## config.mk

```make
export PLATFORM = sky130hd
export DESIGN_NAME = sha256_msg_schedule
export DESIGN_NICKNAME = d
export VERILOG_FILES = /design/src/rtl/sha256_msg_schedule.sv
export SDC_FILE = /design/constraint.sdc
export NUM_CORES = 1
export LEC_CHECK = 0
export CAP_MARGIN = 5
export CORE_ASPECT_RATIO = 1.25
export CORE_UTILIZATION = 50
export DETAILED_ROUTE_END_ITERATION = 6
export PLACE_DENSITY = 0.78
export SLEW_MARGIN = 20
export SYNTH_ARGS = -nofsm -noshare
export SYNTH_HDL_FRONTEND = slang
export SYNTH_SLANG_ARGS = --single-unit
```

## constraint.sdc

```tcl
create_clock -name clk -period 58.7 [get_ports clk]
set_input_delay 14.675 -clock clk [delete_from_list [all_inputs] [get_ports clk]]
set_output_delay 14.675 -clock clk [all_outputs]
set_load 0.05 [all_outputs]
```

## src/rtl/sha256_msg_schedule.sv

```systemverilog
// SHA-256 message schedule: loads a 16-word block and emits W0..W63 one word per
// valid/ready transfer, using a 16-entry sliding window instead of the full array.
module sha256_msg_schedule #(
    parameter int DATA_WIDTH  = 32,
    parameter int BLOCK_WORDS = 16,
    parameter int ROUNDS      = 64
) (
    input  logic                  clk,
    input  logic                  rst,
    input  logic [DATA_WIDTH-1:0] MP_data_in,
    input  logic                  MP_dv_in,
    input  logic                  W_ready_in,
    output logic [DATA_WIDTH-1:0] W_data_out,
    output logic                  W_valid_out,
    output logic [5:0]            W_index_out,
    output logic                  block_done_out,
    output logic                  busy_out,
    output logic                  overrun_out
);

    if (DATA_WIDTH != 32) begin : g_width_check
        $error("sha256_msg_schedule: only DATA_WIDTH=32 is supported");
    end

    localparam int CNT_W = $clog2(BLOCK_WORDS + 1);

    localparam logic [1:0] S_IDLE = 2'd0;
    localparam logic [1:0] S_LOAD = 2'd1;
    localparam logic [1:0] S_EMIT = 2'd2;
    localparam logic [1:0] S_DONE = 2'd3;

    localparam logic [CNT_W-1:0] LAST_LOAD = CNT_W'(BLOCK_WORDS - 1);
    localparam logic [5:0]       LAST_T    = 6'(ROUNDS - 1);
    localparam logic [5:0]       FILL_T    = 6'(ROUNDS - BLOCK_WORDS);

    logic [1:0]       state;
    logic [CNT_W-1:0] load_cnt;
    logic [5:0]       t;
    logic [31:0]      win [BLOCK_WORDS];
    logic [31:0]      expand;
    logic [31:0]      shift_word;
    logic             xfer;
    logic             shift_en;

    function automatic logic [31:0] sig0(input logic [31:0] x);
        return {x[6:0], x[31:7]} ^ {x[17:0], x[31:18]} ^ (x >> 3);
    endfunction

    function automatic logic [31:0] sig1(input logic [31:0] x);
        return {x[16:0], x[31:17]} ^ {x[18:0], x[31:19]} ^ (x >> 10);
    endfunction

    assign xfer     = (state == S_EMIT) && W_ready_in;
    assign shift_en = xfer || (((state == S_IDLE) || (state == S_LOAD)) && MP_dv_in);
    assign expand   = sig1(win[14]) + win[9] + sig0(win[1]) + win[0];

    // The last 16 words need no successors, so their shift-in slot is zero-filled.
    always_comb begin
        shift_word = '0;
        if (state == S_EMIT) begin
            if (t < FILL_T)
                shift_word = expand;
        end else begin
            shift_word = MP_data_in;
        end
    end

    always_ff @(posedge clk or posedge rst) begin
        if (rst) begin
            state       <= S_IDLE;
            load_cnt    <= '0;
            t           <= '0;
            overrun_out <= 1'b0;
        end else begin
            case (state)
                S_IDLE: begin
                    if (MP_dv_in) begin
                        load_cnt <= CNT_W'(1);
                        state    <= S_LOAD;
                    end
                end
                S_LOAD: begin
                    if (MP_dv_in) begin
                        if (load_cnt == LAST_LOAD) begin
                            load_cnt <= '0;
                            t        <= '0;
                            state    <= S_EMIT;
                        end else begin
                            load_cnt <= load_cnt + 1'b1;
                        end
                    end
                end
                S_EMIT: begin
                    if (MP_dv_in)
                        overrun_out <= 1'b1;
                    if (W_ready_in) begin
                        if (t == LAST_T)
                            state <= S_DONE;
                        else
                            t <= t + 1'b1;
                    end
                end
                S_DONE: begin
                    if (MP_dv_in)
                        overrun_out <= 1'b1;
                    t     <= '0;
                    state <= S_IDLE;
                end
                default: begin
                    load_cnt <= '0;
                    t        <= '0;
                    state    <= S_IDLE;
                end
            endcase
        end
    end

    always_ff @(posedge clk or posedge rst) begin
        if (rst) begin
            for (int unsigned i = 0; i < BLOCK_WORDS; i++)
                win[i] <= '0;
        end else if (state == S_DONE) begin
            for (int unsigned i = 0; i < BLOCK_WORDS; i++)
                win[i] <= '0;
        end else if (shift_en) begin
            for (int unsigned i = 0; i < BLOCK_WORDS - 1; i++)
                win[i] <= win[i+1];
            win[BLOCK_WORDS-1] <= shift_word;
        end
    end

    assign W_valid_out    = (state == S_EMIT);
    assign W_data_out     = W_valid_out ? win[0] : '0;
    assign W_index_out    = W_valid_out ? t : '0;
    assign block_done_out = (state == S_DONE);
    assign busy_out       = (state != S_IDLE);

endmodule
```

==> results.toml, run 1 <==
# physical design summary
[drt]
ant_nets = 0
wire_per_inst_um = 19.06
dr.pass1.iters = 5
viasPerCell = 5.559
drc = 0
vias = 19380
initialDrtViolationCount = 1811
wl_um = 66450

[logic_synthesis]
ys_async_sr_fraction_pct = 100.0
edf_count = 0
synth_area_mm2 = 0.02673
ys_area_mm2 = 0.02673
netlist_instances = 2866
ys.flops = 526
netlist-cell-type-count = 67
yosysSeqAreaShare_pct = 49.25
postSynthAreaPerCell_um2 = 9.325
synthFlopType = "dfrtp_1"
ys_cells = 2866
synth_warnings = 0

[place]
pre_cts_slack_ps = 39820
hpwlAfterDp_um = 44270
gp_congestion = 0.9603
port_buffers = 77

[sta]
maxSlewHeadroom_pct = 29.48
clock-skew-final_ps = 30.64
setup-tns-final_ps = 0
maxSlewViolCount = 0
period_used_pct = 31.00
layout_setup_ws_ps = 40500
tightestPinTransition_ps = 1058
rsz0062_at_grt = "no"
period_needed_ps = 18200
hold_violations = 0
max_freq_ghz = 0.05495
setup_violations = 0

[global_route]
grt_remaining_overflow = 0
grt_pass1_vias = 18710
antenna_found_initial = 0
grt_first_pass_wirelength_um = 106700
grt_max_degree = 253

[worst_setup_path]
crit_type = "reg2out"
required_ps = 44030
cp-start-kind = "register"

[outcome]
status = "finished, final reports clean"

[cts]
cts.repair.resized = 0
cts_tree = "done"
holdBufCountCts = 0
ctsHtreeMaxLevel = 2
cts-root-buf = "clkbuf_16"
post_cts_buffers = 0
worstSkewPairLatency_ps = 620
clock_path_buffers = 3

[die]
pin_count = 78
chipArea_mm2 = 0.05439
initial_core_util_pct = 50.72
fp.dieW_um = 208.8
placementRows = 94
die_y_um = 260.5
core_area_mm2 = 0.05269

[layout]
fin_nets = 2916
final_common_cell = "nand2_1"
lay_top_cells = "nand2_1, dfrtp_1, nand3b_1, inv_1, o21ai_0"
logic_area_mm2 = 0.01213
seqCellArea_mm2 = 0.01316
fillers = 4560
area_growth_pct = 9.677
layout-drive-gt1-share_pct = 4.192
antenna_cells = 0
final_util_pct = 55.63

[min_path]
hp-class = "reg2reg"

[run]
warnings = 47
maxCapViolCount = 0
==> run 1: kinds of logic after synthesis <==
group                      count (synthesis)  synth area share [%]
muxes                                      6                0.2294
and+or+nand+nor                         1455                 27.44
adders and majority gates                100                 6.423
DFF                                      526                 49.25
buffers and inverters                    372                 5.482
AOI/OAI and AO/OA                        265                 6.522
xor gates and xnor gates                 142                 4.654
==> run 1: worst paths after layout <==
check                      startpoint              to  slack [ps]  depth (start not counted)
max                          state[0]  W_data_out[20]       40500                          6
min                          win[444]        win[444]         460                          2
max reg2reg                   win[53]         win[17]       54030                         13
min reg2reg                  win[444]        win[444]         460                          2
max in group asynchronous         rst         win[98]       41160                          5
min in group asynchronous         rst        win[182]       14460                          2
==> run 1: area by class of cell <==
type / count / share of cell area, %
inverter: 139 / 1.806
tap: 672 / 2.868
multi-input combinational: 1968 / 41.37
clock buffer: 65 / 4.913
timing repair buffer: 94 / 3.274
sequential: 526 / 44.91
clock inverter: 23 / 0.8623
==> run 1: worst max-delay path, stage by stage (launching register included) <==
cell             delay [ps]
dfrtp_1                 440
inv_1                   140
ha_1                    660
inv_2                    40
buf_4                   340
nor2_1                  390
clkdlybuf4s50_1         880
==> run 1: synthesized netlist by cell type, types with 4 or more instances <==
master,n,area [µm²]
a221oi_1,9,78.83
and2_1,9,56.30
and3_1,12,75.07
nor3_1,16,80.08
a21o_1,8,60.06
o22ai_1,5,31.28
o21bai_1,6,45.04
nor2b_1,4,25.02
o31ai_1,31,232.7
a21oi_1,48,240.2
xnor2_1,84,735.7
nand2_1,854,3206
a32o_1,4,40.04
buf_2,46,230.2
nand3_1,15,75.07
buf_1,6,22.52
a22o_1,20,175.2
fa_1,62,1241
o21ai_0,89,445.4
xor2_1,58,508.0
ha_1,38,475.5
nand3b_1,451,3386
dfrtp_1,526,13160
nand4_1,7,43.79
nand2b_1,6,37.54
inv_1,138,518.0
o21a_1,9,67.56
clkbuf_1,179,671.9
nor2_1,68,255.2
mux2i_1,5,50.05
==> run 1: sequential cells by signal, summed over array words and instances, names as in the netlist <==
name         count
win            512
t                6
load_cnt         5
state            2
overrun_out      1
==> run 1: metrics by stage <==
stage / hold slack, ps / std cells / instance area, µm²
3_5_place_dp: 451.3 / 3398 / 27590
4_1_cts: 469.0 / 3486 / 29280
5_1_grt: 477.7 / 3487 / 29310
2_1_floorplan: 438.9 / 2866 / 26730
6_report: 465.0 / 3487 / 29310
3_3_place_gp: 449.0 / 3398 / 27590
==> run 1: routing by layer <==
| metal | global-route usage (%) | vias up | share of wire, % |
|---|---|---|---|
| met5 | 0 | - | 0 |
| met4 | 9.579 | 0 | 3.8 |
| met3 | 3.767 | 113 | 5.0 |
| met2 | 39.66 | 483 | 48 |
| met1 | 34.60 | 9683 | 43 |
| li1 | - | 9105 | - |
Fig. 1: run 1, a small window of the routed layout
Window x 84 to 124, y 110 to 150 µm. Cells in gray, sequential cells in the stronger gray; small squares are vias.
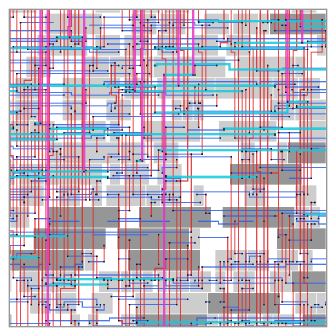
magenta -> M4
blue -> M1
cyan -> M3
red -> M2
cells with their middle in the window = 114
sequential cells in the window = 13
most frequent = nand2_1 (20), nand3b_1 (19), xnor2_1 (18)
netlist names of flops here include = `win` (13)

Fig. 2: run 1, clock routing
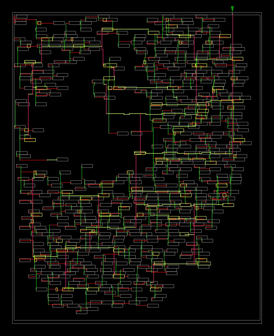
Sink Count: 526
Layout clock buffers: 65
Flops: 526
CTS Buf Count: 51

Fig. 3: run 1, met3 routing
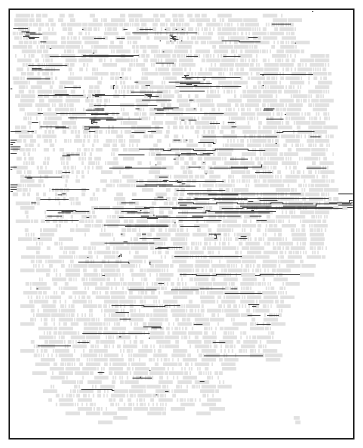
main direction = horizontal
longest straight run = 81.4 µm
nets with wire on the layer = 160
wire length on this layer = 3,320 µm
share of all routed wire = 5.0%

Fig. 4: run 1, signal metal coverage by tile
Bar = 50 µm. The die is cut into 21 by 26 equal tiles; white is low, dark blue is high, scaled to the fullest tile. Values are wire area over tile area, all layers added.
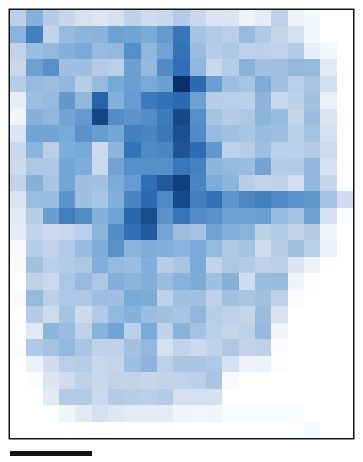
fullest tile = 0.62
tiles over half the peak = 19%
emptiest ninth of the die = south-east

Fig. 5: run 1, clock distribution
Bar = 50 µm.
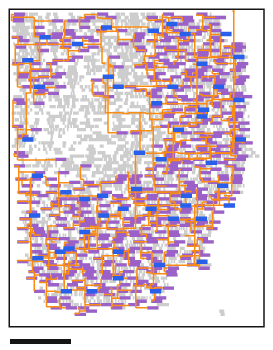

==> run 2: changes to the inputs <==
==> constraint.sdc (replaced) <==
create_clock -name clk -period 18.3 [get_ports clk]
set_input_delay 4.575 -clock clk [delete_from_list [all_inputs] [get_ports clk]]
set_output_delay 4.575 -clock clk [all_outputs]
set_load 0.05 [all_outputs]
Fig. 6: run 2, clock distribution
Bar = 50 µm.
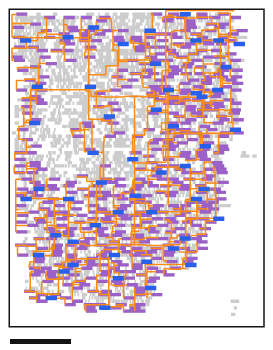
blue -> clock-net drivers  # count 52
orange -> clock wires  # length 6,420 µm
purple -> flip-flops  # count 526
routed clock nets = 53

Fig. 7: run 2, a small window of the routed layout
Window x 84 to 124, y 110 to 150 µm. Cells in gray, sequential cells in the stronger gray; small squares are vias.
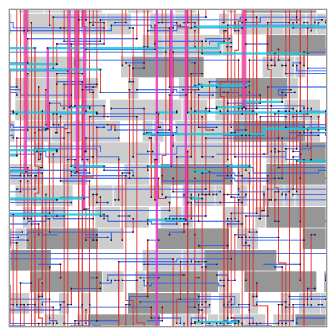
cyan -> M3
magenta -> M4
blue -> M1
red -> M2
sequential cells in the window = 16
cells with their middle in the window = 112
most frequent = nand2_1 (28), nand3b_1 (18), dfrtp_1 (16)
netlist names of flops here include = `win` (16)

==> run 2 against run 1 <==
- via count grew 0.87%
- clock skew shrank 0.90 ps
- first-iteration DRC count shrank 5.2%
- synthesized area is the same
- critical path type is now in2reg
- design area grew 0.47%
- die area is the same
==> results.toml, run 2 <==
# physical design summary
[layout]
largest_reg_flops = 512
final_area_mm2 = 0.02945
fin_nets = 2918
area_growth_pct = 10.19
top_regs = "win x512, t x6, load_cnt x5"
top_register = "win"
final_util_pct = 55.89
layout-drive-gt1-share_pct = 4.254
final_common_cell = "nand2_1"
final_cells = 3494

[sta]
clock-skew-final_ps = 29.75
tightestPinTransition_ps = 1151
period_needed_ps = 8916
setup_violations = 0
hold_violations = 0
max_freq_ghz = 0.1122
maxSlewViolCount = 0
rsz0062_at_grt = "no"

[cts]
clock_path_buffers = 3
ctsHtreeMaxLevel = 2
holdBufCountCts = 0
cts.repair.resized = 0
cts-root-buf = "clkbuf_16"
worstSkewPairLatency_ps = 620
cts-buffers-inserted = 52
post_cts_buffers = 0

[logic_synthesis]
synth_area_mm2 = 0.02673
postSynthAreaPerCell_um2 = 9.325
synthTopCellsByArea = "dfrtp_1, nand3b_1, nand2_1"
synth.top_cell.area_share_pct = 49.25
synthFlopType = "dfrtp_1"
edf_count = 0
ys.flops = 526
netlist-cell-type-count = 67
top_cells_by_count = "nand2_1, dfrtp_1, nand3b_1"
netlist_instances = 2866
ys_area_mm2 = 0.02673
top_area_cell = "dfrtp_1"
yosysMostFrequentCell = "nand2_1"
ys_cells = 2866
synth_warnings = 0

[run]
maxCapViolCount = 0
warnings = 46

[global_route]
gr-usage-met2_pct = 39.33
global_route.usage.met1_pct = 33.21
antenna_found_initial = 1
grt_busiest_layer = "met2"
grt_first_pass_wirelength_um = 105600
grt_remaining_overflow = 0
grt_pass1_vias = 18830
met3_usage_pct = 3.550

[place]
gp_congestion = 0.9448
placedCellCount = 3398
hpwlAfterDp_um = 43680
place_area_mm2 = 0.02760

[worst_setup_path]
cp-startpoint = "MP_dv_in"
crit_type = "in2reg"
ff2ff_path_depth = 9
r2r-end = "win[349]"
endpoint = "win[349]"
reg2reg_slack_ps = 13150
required_ps = 18830
worstReg2RegStart = "state[1]"

[drt]
dr.pass1.iters = 5
wire_per_inst_um = 19.00
ant_nets = 0
initialDrtViolationCount = 1717
vias = 19550
drc = 0
wl_um = 66400

[outcome]
status = "finished, final reports clean"

[die]
placementRows = 94
core_area_mm2 = 0.05269
initial_core_util_pct = 50.72
pin_count = 78
fp.dieW_um = 208.8
die_y_um = 260.5

[min_path]
hp-class = "reg2reg"

[power]
run 2: cell counts after synthesis:
No cell type changed its count.
run 2: logic make-up after synthesis:
group	synth area share (%)
and+or+nand+nor	27.44
DFF	49.25
adders and majority gates	6.423
muxes	0.2294
buffers and inverters	5.482
AOI/OAI and AO/OA	6.522
xor gates and xnor gates	4.654
run 2: critical path: stages:
cell and delay, ps:
clkdlybuf4s50_1 660, o21ai_0 440, nand2_8 700, buf_4 820, buf_4 840, buf_4 890, nand3b_1 170, nand2_1 120
run 2: worst min path at each step:
| stage | end | cells past startpoint | slack [ps] | from |
|---|---|---|---|---|
| floorplan | win[100] | 2 | 440 | win[100] |
| global placement | win[399] | 2 | 450 | win[399] |
| detailed placement | win[263] | 2 | 460 | win[263] |
| CTS | win[277] | 2 | 470 | win[277] |
| global route | win[263] | 2 | 480 | win[263] |
| finish | win[289] | 2 | 470 | win[289] |
run 2: per-stage QoR:
| stage | hold slack [ps] | worst slack, ps |
|---|---|---|
| global route | 477.3 | 9024 |
| floorplan | 438.9 | 6577 |
| CTS | 469.0 | 9459 |
| finish | 465.5 | 9384 |
| detailed placement | 455.7 | 8867 |
| global placement | 449.0 | 9013 |
run 2: layout make-up:
class / count / area, µm²
inverter: 139 / 525.5
sequential: 526 / 13160
clock buffer: 78 / 1590
tap: 672 / 840.8
clock inverter: 15 / 193.9
antenna: 1 / 2.502
timing repair buffer: 95 / 1007
multi-input combinational: 1968 / 12130
fill: 4548 / 23240
run 2: routing by layer:
| metal | up-vias | part of all wire, % |
|---|---|---|
| met4 | 0 | 5.2 |
| met3 | 168 | 5.2 |
| met5 | - | 0 |
| li1 | 9129 | - |
| met1 | 9690 | 42 |
| met2 | 566 | 48 |
==> run 3: changes to the inputs <==
==> constraint.sdc (replaced) <==
create_clock -name clk -period 8.5 [get_ports clk]
set_input_delay 2.125 -clock clk [delete_from_list [all_inputs] [get_ports clk]]
set_output_delay 2.125 -clock clk [all_outputs]
set_load 0.05 [all_outputs]
Fig. 8: run 3, met3 routing
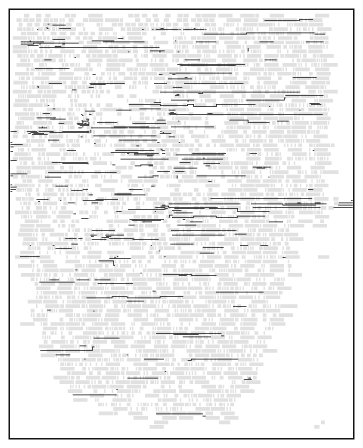
main direction = horizontal
nets with wire on the layer = 172
wire length on this layer = 3,230 µm

Fig. 9: run 3, clock routing
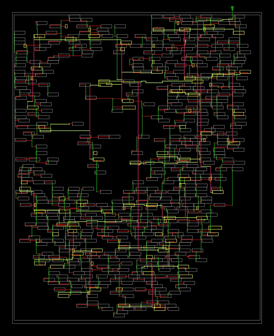
Clk Latency, worst-skew pair: 630 ps
clk_skew: 29.81 ps
Layout clock buffers: 81
CTS Buf Count: 53

==> run 3 against run 2 <==
- sequential share of layout area is essentially flat
- largest cell class unchanged
- first-iteration DRC count grew 9.2%
- worst hold slack lost 1.0 ps
- die area unchanged
- count of clock-buffer cells in the layout rose by 3
- critical path depth is 2 lower
==> results.toml, run 3 <==
# physical design summary
[cts]
cts.repair.resized = 0
clk_pin_slew_ps = 60
post_cts_buffers = 0
holdBufCountCts = 0
clock_path_buffers = 3
cts-root-buf = "clkbuf_16"
clkSinkCount = 526
ctsHtreeMaxLevel = 2
cts_tree = "done"

[drt]
ant_nets = 0
wire_per_inst_um = 19.06
dr.pass1.iters = 7
vias = 19490
initialDrtViolationCount = 1875
wl_um = 66640
drc = 0
viasPerCell = 5.574

[sta]
setup_violations = 0
whs_ps = 464.4
maxSlewHeadroom_pct = 24.96
period_used_pct = 65.71
maxSlewViolCount = 0
hold_violations = 0
setup-tns-final_ps = 0
period_needed_ps = 5585
tightestPinTransition_ps = 1126
rsz0062_at_grt = "no"
max_freq_ghz = 0.1791

[place]
place_area_mm2 = 0.02762
gp_congestion = 0.9142
port_buffers = 77
hpwlAfterDp_um = 44550

[logic_synthesis]
ys_area_mm2 = 0.02673
synth_warnings = 0
netlist_instances = 2866
syn-num-nets = 3002
top_cells_by_count = "nand2_1, dfrtp_1, nand3b_1"
postSynthAreaPerCell_um2 = 9.325
netlist-cell-type-count = 67
synthFlopType = "dfrtp_1"
ys.flops = 526
ys_cells = 2866
synth_area_mm2 = 0.02673
ys_async_sr_fraction_pct = 100.0
yosysSeqAreaShare_pct = 49.25
synth.top_cell.area_share_pct = 49.25
synthTopCellsByArea = "dfrtp_1, nand3b_1, nand2_1"
yosysMostFrequentCell = "nand2_1"
edf_count = 0
top_area_cell = "dfrtp_1"

[worst_setup_path]
required_ps = 6380
path_buffers = 4
crit_type = "reg2out"
crit_slowest_cell = "clkdlybuf4s50_1"
cp-end-kind = "primary output"
cp_data_arrival_time_ps = 3460
cp-start-kind = "register"
cp_cell_sequence = "inv_1, ha_1, inv_2, buf_4, nor2_1, clkdlybuf4s50_1"
cp_top_family = "buffers and inverters"
crit_fanout = 49
max_stage_delay_ps = 850

[outcome]
status = "finished, final reports clean"

[die]
die_y_um = 260.5
fp.dieW_um = 208.8
initial_core_util_pct = 50.72
pin_count = 78
core_area_mm2 = 0.05269
placementRows = 94
chipArea_mm2 = 0.05439

[global_route]
grt_first_pass_wirelength_um = 106000
grt_pass1_vias = 18780
grt_remaining_overflow = 0
antenna_found_initial = 0
grt_use_total_pct = 24.86
grt_max_degree = 262

[layout]
fin_nets = 2916
top_register = "win"
top_regs = "win x512, t x6, load_cnt x5"
final_area_mm2 = 0.02944
lay_top_cells = "nand2_1, dfrtp_1, nand3b_1, inv_1, o21ai_0"
largest_reg_flops = 512
area_growth_pct = 10.15
final_util_pct = 55.87
layout-drive-gt1-share_pct = 4.001
final_common_cell = "nand2_1"

[min_path]
hp-class = "reg2reg"

[run]
warnings = 64
maxCapViolCount = 0
## run 3: final cells by class
class	count	area [µm²]
well taps	672	840.8
multi-input cells	1968	12130
diodes	1	2.502
repair buffers	92	994.7
clock buffers	81	1531
inverters	139	525.5
fillers	4607	23250
flip-flops and latches	526	13160
clock inverters	18	254.0
## run 3: kinds of logic (layout without fill, tap and decap cells)
| logic type | Yosys count | count (layout) | synth area share [%] |
|---|---|---|---|
| buffers and inverters | 372 | 330 | 5.482 |
| flip-flops | 526 | 526 | 49.25 |
| adder cells (fa/ha/maj) | 100 | 100 | 6.423 |
| AND-OR/OR-AND | 265 | 265 | 6.522 |
| XOR/XNOR | 142 | 142 | 4.654 |
| AND/OR/NAND/NOR | 1455 | 1455 | 27.44 |
| multiplexers | 6 | 6 | 0.2294 |
| other | 0 | 1 | 0 |
## run 3: per-layer routing
layer / wire length (µm) / track usage (%)
met1: 28320 / 33.66
met2: 31920 / 40.11
met3: 3231 / 2.840
met4: 3171 / 11.89
met5: 0 / 0
## run 3: final timing paths
check	start	end	slack (ps)	depth (start not counted)
max	state[0]	W_data_out[27]	2920	6
min	win[367]	win[367]	460	2
max reg2reg	win[43]	win[21]	3540	15
min reg2reg	win[367]	win[367]	460	2
max in group asynchronous	rst	win[192]	4920	4
min in group asynchronous	rst	win[372]	2050	2
## run 3: worst min-delay path, delay by kind of cell, from the launching register on
kind	cells	cell delay [ps]
flip-flops	1	340
AND/OR/NAND/NOR	2	100
## run 3: metrics by stage
| stage | cells | setup slack, ps |
|---|---|---|
| after global placement | 3396 | 3341 |
| after detailed placement | 3396 | 3163 |
| final | 3497 | 2915 |
| after floorplan | 2866 | -773.2 |
| after CTS | 3495 | 2938 |
| after global routing | 3496 | 2778 |
